===== src/rtl/instr_fetch_requester.sv =====
// rtl/instr_fetch_requester.sv - Instruction fetch initiator: sequential req/gnt/rvalid fetches into an in-order buffer
module instr_fetch_requester #(
    parameter logic [31:0] BOOT_ADDR       = 32'h0000_0080,
    parameter int          MAX_OUTSTANDING = 2,
    parameter int          FIFO_DEPTH      = 4
) (
    input  logic        clk,
    input  logic        rst,
    input  logic        fetch_en_i,
    input  logic        branch_i,
    input  logic [31:0] branch_addr_i,
    output logic        instr_req_o,
    output logic [31:0] instr_addr_o,
    input  logic        instr_gnt_i,
    input  logic        instr_rvalid_i,
    input  logic [31:0] instr_rdata_i,
    input  logic        instr_err_i,
    output logic        out_valid_o,
    input  logic        out_ready_i,
    output logic [31:0] out_rdata_o,
    output logic [31:0] out_addr_o,
    output logic        out_err_o,
    output logic        busy_o
);
    localparam int          PW      = $clog2(FIFO_DEPTH);
    localparam logic [3:0]  MAX_OUT = 4'(MAX_OUTSTANDING);
    localparam logic [4:0]  DEPTH   = 5'(FIFO_DEPTH);
    localparam logic [31:0] BOOT    = {BOOT_ADDR[31:2], 2'b00};

    typedef enum logic {IDLE, REQ} state_t;
    state_t state_q, state_n;

    logic [31:0] addr_q, addr_n;
    logic [31:0] fetch_q, fetch_n;
    logic [3:0]  outst_q, outst_n;
    logic [3:0]  disc_q, disc_n;
    logic [3:0]  cnt_q, cnt_n;
    logic        stale_q, stale_n;

    logic [31:0] aq_mem [4];
    logic [1:0]  aq_wr_q, aq_rd_q;

    logic [31:0]           fd_mem [FIFO_DEPTH];
    logic [31:0]           fa_mem [FIFO_DEPTH];
    logic [FIFO_DEPTH-1:0] fe_mem;
    logic [PW-1:0]         wr_q, rd_q;

    logic gnt_acc, rv_acc, push, pop, issue;

    assign instr_req_o  = (state_q == REQ);
    assign instr_addr_o = addr_q;
    assign gnt_acc      = instr_req_o && instr_gnt_i;
    assign rv_acc       = instr_rvalid_i && (outst_q != 4'd0);
    assign push         = rv_acc && (disc_q == 4'd0) && !branch_i;
    assign pop          = out_valid_o && out_ready_i && !branch_i;

    assign out_valid_o = (cnt_q != 4'd0);
    assign out_rdata_o = fd_mem[rd_q];
    assign out_addr_o  = fa_mem[rd_q];
    assign out_err_o   = fe_mem[rd_q];
    assign busy_o      = instr_req_o || (outst_q != 4'd0);

    always_comb begin
        state_n = state_q;
        addr_n  = addr_q;
        fetch_n = fetch_q;
        stale_n = stale_q;
        outst_n = outst_q + {3'b000, gnt_acc} - {3'b000, rv_acc};
        cnt_n   = cnt_q + {3'b000, push} - {3'b000, pop};
        disc_n  = disc_q + {3'b000, gnt_acc && stale_q}
                         - {3'b000, rv_acc && (disc_q != 4'd0)};
        if (branch_i) begin
            // Everything in flight after this edge belongs to the old stream.
            cnt_n   = 4'd0;
            disc_n  = outst_n;
            stale_n = instr_req_o && !instr_gnt_i;
            fetch_n = {branch_addr_i[31:2], 2'b00};
        end else if (gnt_acc) begin
            stale_n = 1'b0;
            if (!stale_q) begin
                fetch_n = fetch_q + 32'd4;
            end
        end
        // Credits are judged on post-edge counts so every response has a slot.
        issue = fetch_en_i && (outst_n < MAX_OUT)
                && (({1'b0, outst_n} + {1'b0, cnt_n}) < DEPTH)
                && (disc_n == 4'd0) && !stale_n;
        case (state_q)
            IDLE: begin
                if (issue) begin
                    state_n = REQ;
                    addr_n  = fetch_n;
                end
            end
            REQ: begin
                if (gnt_acc) begin
                    if (issue) begin
                        addr_n = fetch_n;
                    end else begin
                        state_n = IDLE;
                    end
                end
            end
            default: state_n = IDLE;
        endcase
    end

    always_ff @(posedge clk) begin
        if (rst) begin
            state_q <= IDLE;
            addr_q  <= '0;
            fetch_q <= BOOT;
            outst_q <= '0;
            disc_q  <= '0;
            cnt_q   <= '0;
            stale_q <= 1'b0;
            aq_wr_q <= '0;
            aq_rd_q <= '0;
            wr_q    <= '0;
            rd_q    <= '0;
            fe_mem  <= '0;
            for (int i = 0; i < 4; i++) begin
                aq_mem[i] <= '0;
            end
            for (int i = 0; i < FIFO_DEPTH; i++) begin
                fd_mem[i] <= '0;
                fa_mem[i] <= '0;
            end
        end else begin
            state_q <= state_n;
            addr_q  <= addr_n;
            fetch_q <= fetch_n;
            outst_q <= outst_n;
            disc_q  <= disc_n;
            cnt_q   <= cnt_n;
            stale_q <= stale_n;
            if (gnt_acc) begin
                aq_mem[aq_wr_q] <= addr_q;
                aq_wr_q         <= aq_wr_q + 2'd1;
            end
            if (rv_acc) begin
                aq_rd_q <= aq_rd_q + 2'd1;
            end
            if (push) begin
                fd_mem[wr_q] <= instr_rdata_i;
                fa_mem[wr_q] <= aq_mem[aq_rd_q];
                fe_mem[wr_q] <= instr_err_i;
                wr_q         <= wr_q + PW'(1);
            end
            if (pop) begin
                rd_q <= rd_q + PW'(1);
            end
            if (branch_i) begin
                wr_q <= '0;
                rd_q <= '0;
            end
        end
    end
endmodule


===== config.mk =====
export PLATFORM = sky130hd
export DESIGN_NAME = instr_fetch_requester
export DESIGN_NICKNAME = d
export VERILOG_FILES = /design/src/rtl/instr_fetch_requester.sv
export SDC_FILE = /design/constraint.sdc
export NUM_CORES = 1
export LEC_CHECK = 0
export ABC_CLOCK_PERIOD_IN_PS = 5200
export CELL_PAD_IN_SITES_DETAIL_PLACEMENT = 1
export CELL_PAD_IN_SITES_GLOBAL_PLACEMENT = 1
export CORE_AREA = 4 4 221 223
export CTS_CLUSTER_DIAMETER = 80
export DETAILED_ROUTE_END_ITERATION = 16
export DIE_AREA = 0 0 225 227
export GPL_TIMING_DRIVEN = 0
export PLACE_DENSITY = 0.71
export SYNTH_ARGS = -nofsm -noshare
export SYNTH_HDL_FRONTEND = slang
export SYNTH_SLANG_ARGS = --single-unit

===== constraint.sdc =====
create_clock -name clk -period 5.2 [get_ports clk]
set_input_delay 0.52 -clock clk [delete_from_list [all_inputs] [get_ports clk]]
set_output_delay 0.52 -clock clk [all_outputs]
set_load 0.05 [all_outputs]

==> GITHUB_STEP_SUMMARY, run 1 <==
### Metrics collected by this job

| Metric | Value |
|---|---|
| Max-cap violations | `0` |
| DR WL met3 | `2.18 mm` |
| Cells after DPL | `2252` |
| Critical path data required time | `5.71 ns` |
| Clk. pwr | `3.68 mW` |
| Cell Type Count | `52` |
| Switching Fraction | `0.266` |
| Worst setup path class | `reg2reg` |
| Largest net degree at the start of global routing | `50` |
| Post-CTS Setup Inserts | `0` |
| Reg-to-reg startpoint | `disc_q[2]` |
| Clk_lat worst skew | `0.58 ns` |
| CP max-delay cell | `or3b_2` |
| Share of layout cells above drive strength 1 | `0.116` |
| Non-filler cells in the finished layout | `2343` |
| M1 wire length | `22.5 mm` |
| Top Usage Layer GRT | `met2` |
| Max clock buf depth | `3` |
| Synth Area in Simple Gates | `0.157` |
| Util after Layout | `0.541` |
| Post-route DRC | `0` |
| R2R Setup Slk | `0.38 ns` |
| Crit path launch type | `flop` |
| CTS Buf Count | `51` |
| Adder Area Share | `0.0167` |
| Final Power | `9.89 mW` |
| Fin crit period | `4.82 ns` |
| Routed Antenna Nets | `0` |
| Fmax | `208 MHz` |
| Total stage count of the critical path | `20` |
| Ao+oa area frac | `0.0334` |
| Hold-fix buffers, CTS | `0` |
| Final hold violation count | `0` |
| NetSw | `2.63 mW` |
| TNS Setup | `0 ns` |
| Cell area leaders | `edfxtp_1, mux4_2, dfxtp_1` |
| Mean Syn Cell Area | `14.2 µm²` |
| Post-Syn Nets | `1569` |
| Yosys top cell by area | `edfxtp_1` |
| CTS clk-pin slew, worst paths | `0.07 ns` |
| Dominant logic cell type in the layout | `edfxtp_1` |
| FP Rows | `79` |
| Iter 0 DRT Violations | `688` |
| Period utilization | `0.926` |
| Largest regs | `aq_mem x128, fa_mem x128, fd_mem x128` |
| Top logic family | `simple AND/OR/NAND/NOR gates` |
| Internal | `7.26 mW` |
| Cells after synthesis | `1471` |
| Pwr dens | `393 mW/mm²` |
| Worst setup endpoint | `instr_addr_o[24]` |
| Placer Congestion | `0.799` |
| Top post-synthesis cells by count | `edfxtp_1, and2_1, nor2_1` |
| Setup violations, final | `0` |
| Run status | `completed` |
| Clock Power Share | `0.372` |
| FILL cells | `4539` |
| Antenna diodes | `0` |
| Worst Setup SP | `disc_q[2]` |
| Initial cell density of the core | `0.448` |
| Worst min path class | `in2reg` |
| Max IR drop VDD | `0.287 mV` |
| Met2 WL | `27.2 mm` |
| Yosys Instances | `1471` |
| RSZ-0062 raised after global routing | `false` |
| Worst Path Max Fanout | `10` |
| Crit path buf inv count | `6` |
| Register area share after synthesis | `0.643` |
| Final setup skew | `0.0230 ns` |
| Clk root buf | `clkbuf_16` |
| Worst hold path endpoint | `stale_q` |
| Synth-to-Final Area Change | `20.8%` |
| Reg2reg end | `instr_addr_o[24]` |
| Crit-path cells | `inv_1 > ha_1 > or3b_2 > nor4b_4 > buf_6 > inv_1 > ha_1 > inv_1 > ha_1 > fa_1 > xnor2_1 > nor2_1 > ha_1 > nor3b_1 > o2111ai_1 > nor4b_2 > nand4b_1 > buf_6 > clkbuf_2 > o2bb2ai_1` |
| Main power group | `registers` |
| GRT overflow | `0` |
| Crit. End Element | `flop` |
| Nets@finish | `1795` |
| Top cells excl fill/tap | `edfxtp_1, and2_1, clkdlybuf4s50_1` |
| Top-count cell post-synth | `edfxtp_1` |
| Post-synth regs | `478` |
| Top cell type's share of synthesized area | `0.553` |
| GR Util met1 | `0.271` |
| Comb pwr share | `0.176` |
| Worst slew pin tran | `1.24 ns` |
| Yosys chip area | `0.0208 mm²` |
| H-tree Lvls | `2` |
| Highest Signal Layer | `met4` |
| Placed wire-length estimate | `35.8 mm` |
| Critical path's top delay family | `simple AND/OR/NAND/NOR gates` |
| Leak pwr | `9.06 nW` |
| Cell area after synthesis | `0.0208 mm²` |
| Seq pwr share | `0.452` |
| Mux frac, synth | `0.113` |
| Post-synthesis async set-or-reset flop share | `0` |
| Post-synth EDFFs | `384` |
| Tool warning count | `31` |
| Clk sinks | `478` |
| Arrival time worst endpoint | `5.32 ns` |
| Primary FF master, synth | `edfxtp_1` |
| TritonRoute pass-1 iters | `6` |
| Seq group | `4.47 mW` |
| Critical path's most frequent cell | `ha_1` |
| Hold depth | `3` |
| Die Area | `0.0511 mm²` |
| First-pass GRT wire length | `81.5 mm` |
| Critical path's largest stage delay | `0.52 ns` |
| Vias in the first global route | `13800` |
| Hold path start | `branch_i` |
| Core Area | `0.0466 mm²` |
| Vias per cell | `5.37` |
| Synth Warn # | `0` |
| IO Count | `172` |
| CTS tree | `yes` |
| Comb group | `1.74 mW` |
[run 1: final cells by class]
class / instances / area [µm²] / share of cell area
sequential: 478 / 13400 / 0.533
buffer: 92 / 365 / 0.0145
clock inverter: 26 / 308 / 0.0122
timing repair buffer: 174 / 1820 / 0.0722
inverter: 58 / 218 / 0.00865
clock buffer: 66 / 1380 / 0.0546
tap: 607 / 759 / 0.0302
multi-input combinational: 842 / 6920 / 0.275
[run 1: through the flow]
stage | instance area, µm² | setup slack, ns | hold slack [ns]
after global routing | 25200 | 0.0181 | 0.489
after floorplan | 20800 | 0.565 | 0.424
final | 25200 | 0.383 | 0.456
after CTS | 25200 | 0.0359 | 0.413
after global placement | 23300 | -0.671 | 0.448
after detailed placement | 23500 | -0.714 | 0.459
**Run 1: signal wires on met3**

(2 px per µm) Cells faint in the background.
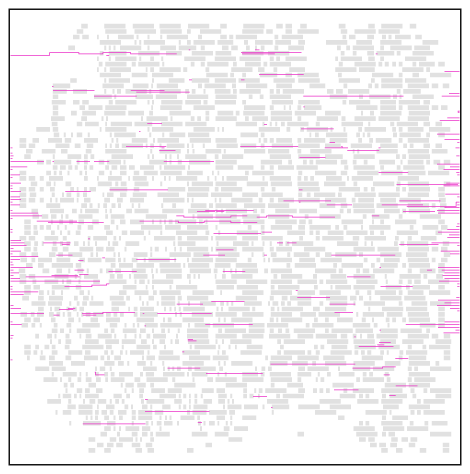
- nets with wire on the layer: 163
- main direction: horizontal
via count: 12600
total routed wirelength: 52.7 mm
met3 usage: 0.0273

**Run 1: M2 wires**

(2 px per µm) Cells faint in the background.
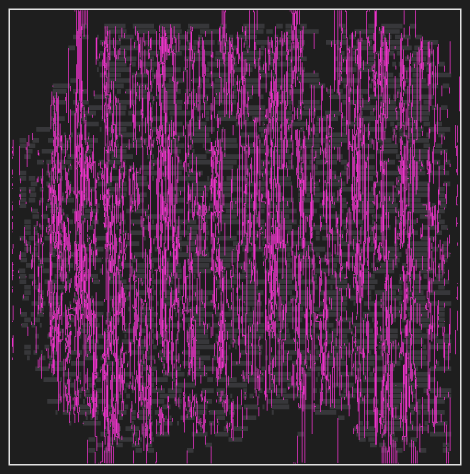
- nets with wire on the layer: 1624
- wire length on this layer: 27.2 mm
- main direction: vertical
- longest straight run: 72.8 µm
GR met2 Demand/Resource: 0.374

**Run 1: wiring heat map**

(1.5 px per µm) 22 x 23 tiles, from dark blue (low) to red (high), scaled to the fullest tile. Values are wire area over tile area, all layers added.
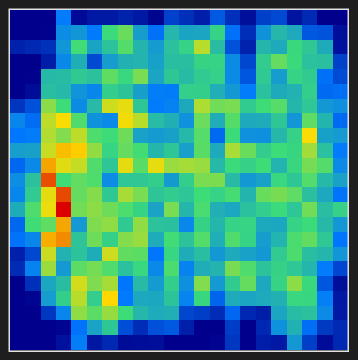
- emptiest ninth of the die: north-west
- densest ninth of the die: west
- tiles over half the peak: 24%
- mean over tiles: 0.16
post-DR wirelength/cell: 22.5 µm
GR Util All Layers: 0.208

**Run 1: pin map**

(2 px per µm) Pins as bars across the die edge, other pins in gray.
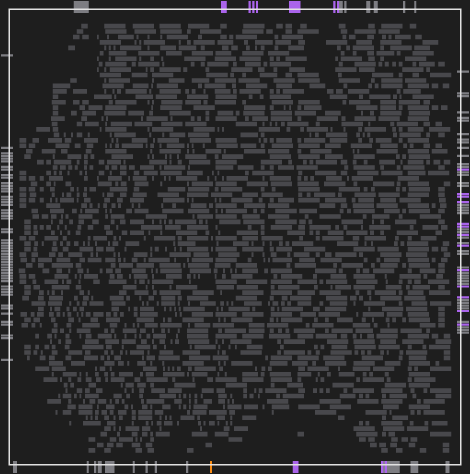
- purple: out_addr_o (pins 32; direction output; edge 14 north, 13 east, 5 south)
- orange: out_err_o (pins 1; direction output; edge south)
- all pins by edge: 54 east, 52 west, 35 south, 31 north
Die W: 225 µm
port buffer count: 168
Die H: 227 µm

**Run 1: routing congestion map**

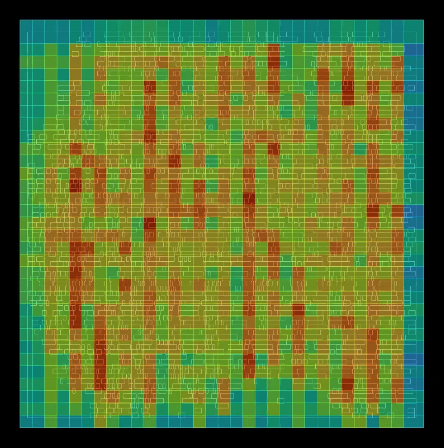

## Run 2: what changed since run 1
- HOLD_SLACK_MARGIN: unset -> 0.02
- PLACE_DENSITY: 0.71 -> unset
- PLACE_DENSITY_LB_ADDON: unset -> 0.1
**Run 2: routing congestion map**

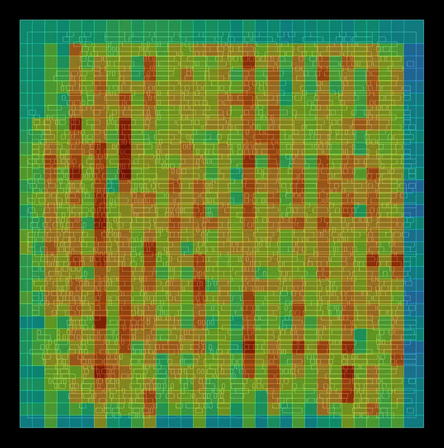
met3 usage: 0.0321
GR Util met1: 0.268
GR met2 Demand/Resource: 0.372
GR Util All Layers: 0.208

==> run 2 against run 1 <==
Effect of this change:
- worst setup slack lost 0.033 ns
- maximum frequency shrank 0.68%
- sequential share of layout area shrank 0.15 points
- combinational power grew 2%
- worst hold slack is essentially flat
==> GITHUB_STEP_SUMMARY, run 2 <==
### Metrics collected by this job

| Metric | Value |
|---|---|
| NetSw | `2.68 mW (was 2.63 mW)` |
| Switching Fraction | `0.272 (was 0.266)` |
| Worst Setup SP | `disc_q[2] (unchanged)` |
| CTS tree | `yes (unchanged)` |
| Final clock-cell share | `0.0657 (was 0.0668)` |
| Cell Type Count | `52 (unchanged)` |
| Mean Syn Cell Area | `14.2 µm² (unchanged)` |
| Nets@finish | `1801 (was 1795)` |
| Final hold violation count | `0 (unchanged)` |
| Cells after synthesis | `1471 (unchanged)` |
| Util after Layout | `0.542 (was 0.541)` |
| Register area | `0.0134 mm² (unchanged)` |
| Initial cell density of the core | `0.448 (unchanged)` |
| Dominant logic cell type in the layout | `edfxtp_1 (unchanged)` |
| CTS clk-pin slew, worst paths | `0.06 ns (was 0.07 ns)` |
| Post-synth regs | `478 (unchanged)` |
| Non-filler cells in the finished layout | `2351 (was 2343)` |
| Comb area | `0.00696 mm² (was 0.00692 mm²)` |
| Clock Power Share | `0.366 (was 0.372)` |
| Clk root buf | `clkbuf_16 (unchanged)` |
| Initial antenna violation count | `1 (was 0)` |
| Clk. pwr | `3.61 mW (was 3.68 mW)` |
| Crit. End Element | `flop (unchanged)` |
| R2R Setup Slk | `0.35 ns (was 0.38 ns)` |
| Highest Signal Layer | `met4 (unchanged)` |
| Leak pwr | `9.11 nW (was 9.06 nW)` |
| Buffers, non-clock | `271 (was 266)` |
| RSZ-0062 raised after global routing | `true (was false)` |
| Flops | `478 (unchanged)` |
| First-pass GRT wire length | `81.3 mm (was 81.5 mm)` |
| Total stage count of the critical path | `20 (unchanged)` |
| Crit-path cells | `inv_1 > ha_1 > or3b_2 > nor4b_4 > buf_6 > inv_1 > ha_1 > inv_1 > ha_1 > fa_1 > xnor2_2 > nor2_1 > ha_1 > nor4_1 > o2111ai_2 > nor4b_4 > nand4b_1 > buf_6 > clkbuf_2 > o2bb2ai_1 (was inv_1 > ha_1 > or3b_2 > nor4b_4 > buf_6 > inv_1 > ha_1 > inv_1 > ha_1 > fa_1 > xnor2_1 > nor2_1 > ha_1 > nor3b_1 > o2111ai_1 > nor4b_2 > nand4b_1 > buf_6 > clkbuf_2 > o2bb2ai_1)` |
| Setup violations, final | `0 (unchanged)` |
| Post-Syn Nets | `1569 (unchanged)` |
| Post-synth EDFFs | `384 (unchanged)` |
| FILL cells | `4555 (was 4539)` |
| Synth-to-Final Area Change | `21.1% (was 20.8%)` |
| Met2 WL | `27.2 mm (about the same)` |
| Seq pwr share | `0.453 (was 0.452)` |
| Comb group | `1.78 mW (was 1.74 mW)` |
| Top post-synthesis cells by count | `edfxtp_1, and2_1, nor2_1 (unchanged)` |
| Worst min path class | `reg2reg (was in2reg)` |
| Signal inverters | `58 (unchanged)` |
| TritonRoute pass-1 iters | `5 (was 6)` |
| Cells after DPL | `2252 (unchanged)` |
| Port buffer count | `168 (unchanged)` |
| Critical path's most frequent cell | `ha_1 (unchanged)` |
| Internal | `7.18 mW (was 7.26 mW)` |
| Pwr dens | `391 mW/mm² (was 393 mW/mm²)` |
| Fraction of area in non-clock buffers | `0.0888 (was 0.0867)` |
| Main power group | `registers (unchanged)` |
| Final Worst Setup Slack | `0.350 ns (was 0.383 ns)` |
| Routed Antenna Nets | `0 (unchanged)` |
| Largest regs | `aq_mem x128, fa_mem x128, fd_mem x128 (unchanged)` |
| DR WL met3 | `2.21 mm (was 2.18 mm)` |
| Vias per cell | `5.35 (was 5.37)` |
| Max-cap violations | `0 (unchanged)` |
| Cell area leaders | `edfxtp_1, mux4_2, dfxtp_1 (unchanged)` |
| Worst setup endpoint | `instr_addr_o[29] (was instr_addr_o[24])` |
| Antenna diodes | `0 (unchanged)` |
| Vias in the first global route | `13800 (about the same)` |
| Worst setup path class | `reg2reg (unchanged)` |
| Hold path start | `fetch_q[1] (was branch_i)` |
| Max IR drop VDD | `0.304 mV (was 0.287 mV)` |
| Largest net degree at the start of global routing | `54 (was 50)` |
| WHS | `0.455 ns (was 0.456 ns)` |
| Yosys Instances | `1471 (unchanged)` |
| Post-route DRC | `0 (unchanged)` |
| Clk_lat worst skew | `0.60 ns (was 0.58 ns)` |
| Crit path buf inv count | `6 (unchanged)` |
| Period utilization | `0.933 (was 0.926)` |
| Flop share of the area | `0.531 (was 0.533)` |
| # Taps | `607 (unchanged)` |
| Tool warning count | `32 (was 31)` |
| Comb pwr share | `0.181 (was 0.176)` |
| Worst hold path endpoint | `fetch_q[1] (was stale_q)` |
| Iter 0 DRT Violations | `736 (was 688)` |
| Post-synthesis async set-or-reset flop share | `0 (unchanged)` |
| FP Rows | `79 (unchanged)` |
| Final Power | `9.86 mW (was 9.89 mW)` |
| Worst slew pin tran | `1.04 ns (was 1.24 ns)` |
| TNS Setup | `0 ns (unchanged)` |
| Top cells excl fill/tap | `edfxtp_1, and2_1, clkdlybuf4s50_1 (unchanged)` |
| Yosys top cell by area | `edfxtp_1 (unchanged)` |
| Top-count cell post-synth | `edfxtp_1 (unchanged)` |
| Die W | `225 µm (unchanged)` |
| Placed Area | `0.0235 mm² (about the same)` |
| Critical path data required time | `5.71 ns (about the same)` |
| Largest cell class | `registers (unchanged)` |
| Die H | `227 µm (unchanged)` |
| Critical path's largest stage delay | `0.52 ns (about the same)` |
| Share of layout cells above drive strength 1 | `0.124 (was 0.116)` |
| CP max-delay cell | `or3b_2 (unchanged)` |
| Clk sinks | `478 (unchanged)` |
| Worst Path Max Fanout | `10 (unchanged)` |
| Critical path's top delay family | `simple AND/OR/NAND/NOR gates (unchanged)` |
| Yosys chip area | `0.0208 mm² (unchanged)` |
| Register area share after synthesis | `0.643 (unchanged)` |
| Clock buffer cells | `70 (was 66)` |
| Logic share of the area | `0.275 (about the same)` |
| Worst slack at placement | `-0.795 ns (was -0.714 ns)` |
| Synth Warn # | `0 (unchanged)` |
| Cell area after synthesis | `0.0208 mm² (unchanged)` |
| Post-route cell area | `0.0252 mm² (about the same)` |
| MI comb cells | `842 (unchanged)` |
| IO Count | `172 (unchanged)` |
| Primary FF master, synth | `edfxtp_1 (unchanged)` |
| Reg-to-reg startpoint | `disc_q[2] (unchanged)` |
| Final setup skew | `0.0243 ns (was 0.0230 ns)` |
| Placer Congestion | `0.837 (was 0.799)` |
| Placed wire-length estimate | `35.6 mm (was 35.8 mm)` |
| Reg2reg end | `instr_addr_o[29] (was instr_addr_o[24])` |
| Fin crit period | `4.85 ns (was 4.82 ns)` |
| Fmax | `206 MHz (was 208 MHz)` |
| Run status | `completed (unchanged)` |
| CTS Buf Count | `52 (was 51)` |
| Max clock buf depth | `3 (unchanged)` |
| Hold depth | `1 (was 3)` |
| Die Area | `0.0511 mm² (unchanged)` |
| Hold-fix buffers, CTS | `0 (unchanged)` |
| M1 wire length | `22.3 mm (was 22.5 mm)` |
| Crit path launch type | `flop (unchanged)` |
| GRT overflow | `0 (unchanged)` |
| Core Area | `0.0466 mm² (unchanged)` |
| Top cell type's share of synthesized area | `0.553 (unchanged)` |
| H-tree Lvls | `2 (unchanged)` |
**Run 2: wiring heat map**

(1.5 px per µm) 22 x 23 tiles, from dark blue (low) to red (high), scaled to the fullest tile. Values are wire area over tile area, all layers added.
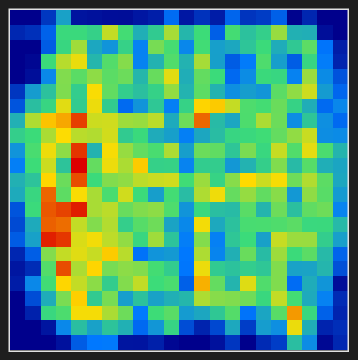
- fullest tile: 0.37
- mean over tiles: 0.16
- tiles over half the peak: 42%
- densest ninth of the die: west
- nearly empty tiles: 4.5%
total routed wirelength: 52.8 mm
via count: 12600
post-DR wirelength/cell: 22.4 µm

[run 2: cell counts after synthesis]
Identical to the previous run, type by type.
[run 2: layer usage]
metal / track usage / vias up
met5: 0 / -
met4: 0.0520 / 0
met3: 0.0321 / 67
met2: 0.372 / 264
met1: 0.268 / 6434
li1: - / 5815
[run 2: kinds of logic after synthesis]
logic type	share of synthesized area
AND-OR/OR-AND	0.0334
XOR/XNOR	0.00924
adder cells (fa/ha/maj)	0.0167
buffers and inverters	0.0273
flip-flops	0.643
multiplexers	0.113
AND/OR/NAND/NOR	0.157
[run 2: what timing repair did]
| action | 4_1_cts | 5_1_grt |
|---|---|---|
| endpoints found under the setup margin | 32 | 32 |
| resized | 8 | 15 |
| pin swaps | 0 | 3 |
| setup buffers | 0 | 4 |
Power figures rest on the tool's default switching activity, not on a simulated workload.
